$ cat src/rtl/fft_frame_ctrl.sv
// Frame sequencer for the streaming SDF FFT: admits one FFT_N-sample frame per start,
// flushes the delay lines with zeros, then forwards FFT_N output bins with their index.
module fft_frame_ctrl #(
    parameter int OW        = 25,
    parameter int FFT_N     = 1024,
    parameter int FFT_NLOG2 = 10,
    parameter int FLUSH_MAX = 4096,
    parameter int DROPW     = 16
) (
    input  logic                 clk_i,
    input  logic                 rst_n_i,
    input  logic                 start_i,
    input  logic                 in_valid_i,
    input  logic [OW-1:0]        in_data_i,
    output logic                 fft_ce_o,
    output logic [OW-1:0]        fft_re_o,
    output logic [OW-1:0]        fft_im_o,
    input  logic                 fft_sync_i,
    input  logic [FFT_NLOG2-1:0] fft_cnt_i,
    input  logic [OW-1:0]        fft_re_i,
    input  logic [OW-1:0]        fft_im_i,
    output logic                 out_valid_o,
    output logic [OW-1:0]        out_re_o,
    output logic [OW-1:0]        out_im_o,
    output logic [FFT_NLOG2-1:0] out_bin_o,
    output logic                 busy_o,
    output logic                 done_o,
    output logic                 err_o,
    output logic [DROPW-1:0]     drop_cnt_o,
    output logic [1:0]           state_o
);

    typedef enum logic [1:0] {
        S_IDLE  = 2'd0,
        S_FILL  = 2'd1,
        S_FLUSH = 2'd2,
        S_DRAIN = 2'd3
    } state_t;

    localparam int TW = (FLUSH_MAX > 1) ? $clog2(FLUSH_MAX) : 1;
    localparam logic [FFT_NLOG2-1:0] FILL_LAST  = FFT_NLOG2'(FFT_N - 1);
    localparam logic [FFT_NLOG2:0]   DRAIN_LAST = (FFT_NLOG2 + 1)'(FFT_N - 1);
    localparam logic [FFT_NLOG2:0]   DRAIN_END  = (FFT_NLOG2 + 1)'(FFT_N);
    localparam logic [TW-1:0]        TMO_LAST   = TW'(FLUSH_MAX - 1);

    state_t               state_q;
    logic [FFT_NLOG2-1:0] fill_cnt_q;
    logic [TW-1:0]        tmo_cnt_q;
    logic [FFT_NLOG2:0]   drain_cnt_q;
    logic                 fft_ce_q;
    logic [OW-1:0]        fft_re_q;
    logic                 out_valid_q;
    logic [OW-1:0]        out_re_q;
    logic [OW-1:0]        out_im_q;
    logic [FFT_NLOG2-1:0] out_bin_q;
    logic                 busy_q;
    logic                 done_q;
    logic                 err_q;
    logic [DROPW-1:0]     drop_cnt_q;
    logic [DROPW-1:0]     drop_cnt_d;

    // in_valid_i has no ready: a sample is taken only in FILL; any other valid cycle is a drop.
    always_comb begin
        drop_cnt_d = drop_cnt_q;
        if (in_valid_i && (state_q != S_FILL) && (drop_cnt_q != {DROPW{1'b1}})) begin
            drop_cnt_d = drop_cnt_q + 1'b1;
        end
    end

    always_ff @(posedge clk_i) begin
        if (!rst_n_i) begin
            drop_cnt_q <= '0;
        end else begin
            drop_cnt_q <= drop_cnt_d;
        end
    end

    always_ff @(posedge clk_i) begin
        if (!rst_n_i) begin
            state_q     <= S_IDLE;
            fill_cnt_q  <= '0;
            tmo_cnt_q   <= '0;
            drain_cnt_q <= '0;
            fft_ce_q    <= 1'b0;
            fft_re_q    <= '0;
            out_valid_q <= 1'b0;
            out_re_q    <= '0;
            out_im_q    <= '0;
            out_bin_q   <= '0;
            busy_q      <= 1'b0;
            done_q      <= 1'b0;
            err_q       <= 1'b0;
        end else begin
            out_valid_q <= 1'b0;
            done_q      <= 1'b0;
            case (state_q)
                S_IDLE: begin
                    fft_ce_q <= 1'b0;
                    fft_re_q <= '0;
                    if (start_i) begin
                        state_q    <= S_FILL;
                        fill_cnt_q <= '0;
                        err_q      <= 1'b0;
                        busy_q     <= 1'b1;
                    end
                end
                S_FILL: begin
                    // The FFT only advances on accepted samples, so input gaps hold the pipeline.
                    fft_ce_q <= in_valid_i;
                    fft_re_q <= in_valid_i ? in_data_i : '0;
                    if (in_valid_i) begin
                        fill_cnt_q <= fill_cnt_q + 1'b1;
                        if (fill_cnt_q == FILL_LAST) begin
                            state_q   <= S_FLUSH;
                            tmo_cnt_q <= '0;
                        end
                    end
                end
                S_FLUSH: begin
                    fft_re_q <= '0;
                    if (fft_sync_i && fft_ce_q) begin
                        // Sync wins over an expiring timeout; this cycle carries bin 0.
                        state_q     <= S_DRAIN;
                        fft_ce_q    <= 1'b1;
                        out_valid_q <= 1'b1;
                        out_re_q    <= fft_re_i;
                        out_im_q    <= fft_im_i;
                        out_bin_q   <= fft_cnt_i;
                        drain_cnt_q <= (FFT_NLOG2 + 1)'(1);
                    end else if (tmo_cnt_q == TMO_LAST) begin
                        state_q  <= S_IDLE;
                        fft_ce_q <= 1'b0;
                        busy_q   <= 1'b0;
                        err_q    <= 1'b1;
                    end else begin
                        fft_ce_q  <= 1'b1;
                        tmo_cnt_q <= tmo_cnt_q + 1'b1;
                    end
                end
                S_DRAIN: begin
                    fft_re_q <= '0;
                    if (drain_cnt_q == DRAIN_END) begin
                        // One extra cycle so done_o is seen while still busy.
                        state_q  <= S_IDLE;
                        fft_ce_q <= 1'b0;
                        busy_q   <= 1'b0;
                    end else begin
                        out_valid_q <= 1'b1;
                        out_re_q    <= fft_re_i;
                        out_im_q    <= fft_im_i;
                        out_bin_q   <= fft_cnt_i;
                        drain_cnt_q <= drain_cnt_q + 1'b1;
                        if (drain_cnt_q == DRAIN_LAST) begin
                            done_q   <= 1'b1;
                            fft_ce_q <= 1'b0;
                        end else begin
                            fft_ce_q <= 1'b1;
                        end
                    end
                end
                default: begin
                    state_q  <= S_IDLE;
                    fft_ce_q <= 1'b0;
                    busy_q   <= 1'b0;
                end
            endcase
        end
    end

    assign fft_ce_o    = fft_ce_q;
    assign fft_re_o    = fft_re_q;
    assign fft_im_o    = '0;
    assign out_valid_o = out_valid_q;
    assign out_re_o    = out_re_q;
    assign out_im_o    = out_im_q;
    assign out_bin_o   = out_bin_q;
    assign busy_o      = busy_q;
    assign done_o      = done_q;
    assign err_o       = err_q;
    assign drop_cnt_o  = drop_cnt_q;
    assign state_o     = state_q;

endmodule

$ cat config.mk
export PLATFORM = sky130hd
export DESIGN_NAME = fft_frame_ctrl
export DESIGN_NICKNAME = d
export VERILOG_FILES = /design/src/rtl/fft_frame_ctrl.sv
export SDC_FILE = /design/constraint.sdc
export NUM_CORES = 1
export LEC_CHECK = 0
export CAP_MARGIN = 20
export CORE_AREA = 2 2 121 123
export DETAILED_ROUTE_END_ITERATION = 12
export DIE_AREA = 0 0 123 125
export GPL_TIMING_DRIVEN = 0
export PLACE_DENSITY = 0.79
export REMOVE_ABC_BUFFERS = 1
export SLEW_MARGIN = 20
export SYNTH_ARGS = -nofsm -noshare
export SYNTH_HDL_FRONTEND = slang
export SYNTH_SLANG_ARGS = --single-unit
$ cat constraint.sdc
create_clock -name clk_i -period 2.1 [get_ports clk_i]
set_input_delay 0.42 -clock clk_i [delete_from_list [all_inputs] [get_ports clk_i]]
set_output_delay 0.42 -clock clk_i [all_outputs]
set_load 0.05 [all_outputs]
==> qor.yml <==
global_routing:
  overflow: 0
  antenna_found_initial: 0
  grtUsageTotal_pct: 20.8
  grt_max_degree: 68
  grt_pass1_wl_um: 25400
sta:
  worstMarginPinSlew_ns: 0.906
  clock.fmax_mhz: 489
  tns_ns: 0
  setup_violations: 0
  timing.clock.skew_ns: 0.00710
  maxSlewViolCount: 0
routing:
  drtIter0Drc: 360
  wl_per_cell_um: 15.3
  vias: 5593
  drt-pass1-iter-count: 5
  post-route-drc-count: 0
  postRouteAntennaNets: 0
run:
  cap_violations: 0
  warnings: 29
clock_network:
  clock_sinks: 141
  insertion_delay_ns: 0.41
  postCtsHoldBufs: 0
  root_buffer: "clkbuf_16"
  cts_tree: "built"
yosys:
  yosys_warnings: 0
  yosys-top-cells-count: "nand2_1, dfxtp_1, a21oi_1, nor2_1, and2_1"
  synth_chip_area_um2: 5930
  top_area_cell: "dfxtp_1"
  mux_share_pct: 0.675
  ys_cells: 699
  ys.flops: 141
  ys_seq_share_pct: 47.6
  synth_top_cell_by_count: "nand2_1"
  synth_area_per_cell_um2: 8.48
  syn_area_um2: 5930
  synth.distinct_cells: 63
  yosys.area_share.simple_pct: 26.7
floorplan:
  dieArea_um2: 15400
  io-pin-count: 223
  core_area_um2: 14200
worst_setup_path:
  critical_path_buf_inv_count: 1
  cp-end-kind: "primary output"
  cp.required_ns: 1.68
pwr:
  power_density_nw_per_um2: 1050
  p_leak_nw: 3.33
finish:
  area_delta_synth_final_pct: 48.8
  drive_above_1_share_pct: 9.44
  final_cells: 1095
place:
  io_buffers: 197
outcome:
  outcome: "complete, no violations"
-- metrics by stage --
| step | instance area (um^2) | total power [W] |
|---|---|---|
| 4_1_cts | 8670 | 0.00916 |
| 3_3_place_gp | 7890 | 0.00611 |
| 3_5_place_dp | 7930 | 0.00614 |
| 6_report | 8820 | 0.00926 |
| 5_1_grt | 8820 | 0.00964 |
| 2_1_floorplan | 5690 | 0.00511 |
-- layer usage --
metal	wire [um]	up-vias	GRT usage, %
li1	-	2758	-
met1	7000	2599	25.3
met2	8040	205	34.2
met3	1300	31	6.84
met4	379	0	7.42
met5	0	-	0
-- flip-flops by register name, indices dropped and copies added, names as in the netlist, 2 cells and up --
signal / flops
out_im_o: 25
fft_re_o: 25
out_bin_o: 10
tmo_cnt_q: 12
out_re_o: 25
state_o: 2
drop_cnt_o: 16
fill_cnt_q: 10
drain_cnt_q: 11
-- cells in the final DEF, fill, tap and decap left out, types with 5 or more instances in the layout --
master           count
clkdlybuf4s50_1    180
nand2_1            147
dfxtp_1            139
a21oi_1             68
nor2_1              44
and2_1              28
conb_1              25
nand3_1             22
nand4_1             18
clkbuf_16           17
inv_1               16
xnor2_1             13
xor2_1              12
a31oi_1             12
dlymetal6s2s_1      11
o21ai_0             10
nor3_1               8
and3_1               7
and4_1               6
dlygate4sd2_1        6
buf_4                6
ha_1                 5
-- worst min-delay path: stages (launching register included) --
cell     delay (ns)
dfxtp_1        0.30
nand2_1        0.05
a21oi_1        0.05
-- what timing repair did --
action	in CTS	in global routing
gates cloned	3	3
setup endpoints to repair	100	98
pin swaps	5	2
gates resized	22	25
buffers inserted	7	2
-- layout make-up --
cell class | count | area [um^2]
Clock buffer | 22 | 474
Clock inverter | 10 | 90.1
Fill cell | 1212 | 5390
Inverter | 18 | 70.1
Multi-Input combinational cell | 513 | 3000
Sequential cell | 141 | 2830
Tap cell | 184 | 230
Timing Repair Buffer | 207 | 2120
-- power by group --
group | internal, W | switching (W)
logic | 0.00111 | 0.00215
clock network | 0.00172 | 0.00113
registers | 0.00298 | 0.000174
total | 0.00580 | 0.00346
-- final timing paths --
path	from	slack [ns]	depth (start not counted)	endpoint
worst max-delay path	state_o[0]$_SDFFE_PN0P_	0.05	1	state_o[0]
worst min-delay path	out_im_o[6]$_SDFFE_PN0P_	0.45	2	out_im_o[6]$_SDFFE_PN0P_
worst min register to register	out_im_o[6]$_SDFFE_PN0P_	0.45	2	out_im_o[6]$_SDFFE_PN0P_
worst max register to register	state_o[0]$_SDFFE_PN0P_	0.10	8	drain_cnt_q[8]$_SDFFE_PN0P_
-- cell families (layout without fill, tap and decap cells) --
family | after synthesis | count (layout)
buffers and inverters | 75 | 257
DFF | 141 | 141
AOI/OAI and AO/OA | 125 | 125
adders and majority gates | 9 | 9
and+or+nand+nor | 319 | 325
other | 1 | 25
muxes | 4 | 4
xor gates and xnor gates | 25 | 25
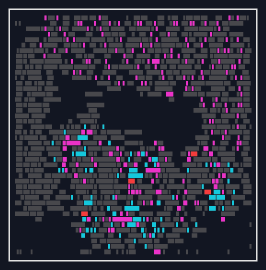
**Above:** logic cells by family.
(2 px per um)
NOR gates: shown in cyan, cells 72. NAND gates: shown in magenta, cells 199, where widely spread. multiplexers: shown in red, cells 4.

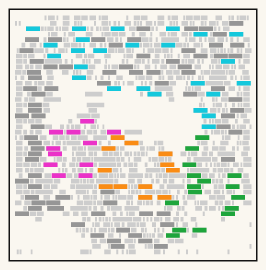
**Above:** sequential cells colored by netlist name.
(2 px per um) Other sequential cells in the stronger gray, the rest of the logic in the fainter gray.
tmo_cnt_q: shown in orange, sequential cells 12. drain_cnt_q: shown in magenta, sequential cells 11, where left middle. drop_cnt_o: shown in green, sequential cells 16. out_im_o: shown in cyan, sequential cells 25.
Another 77 sequential cells are not colored.

Power figures rest on the tool's default switching activity, not on a simulated workload.
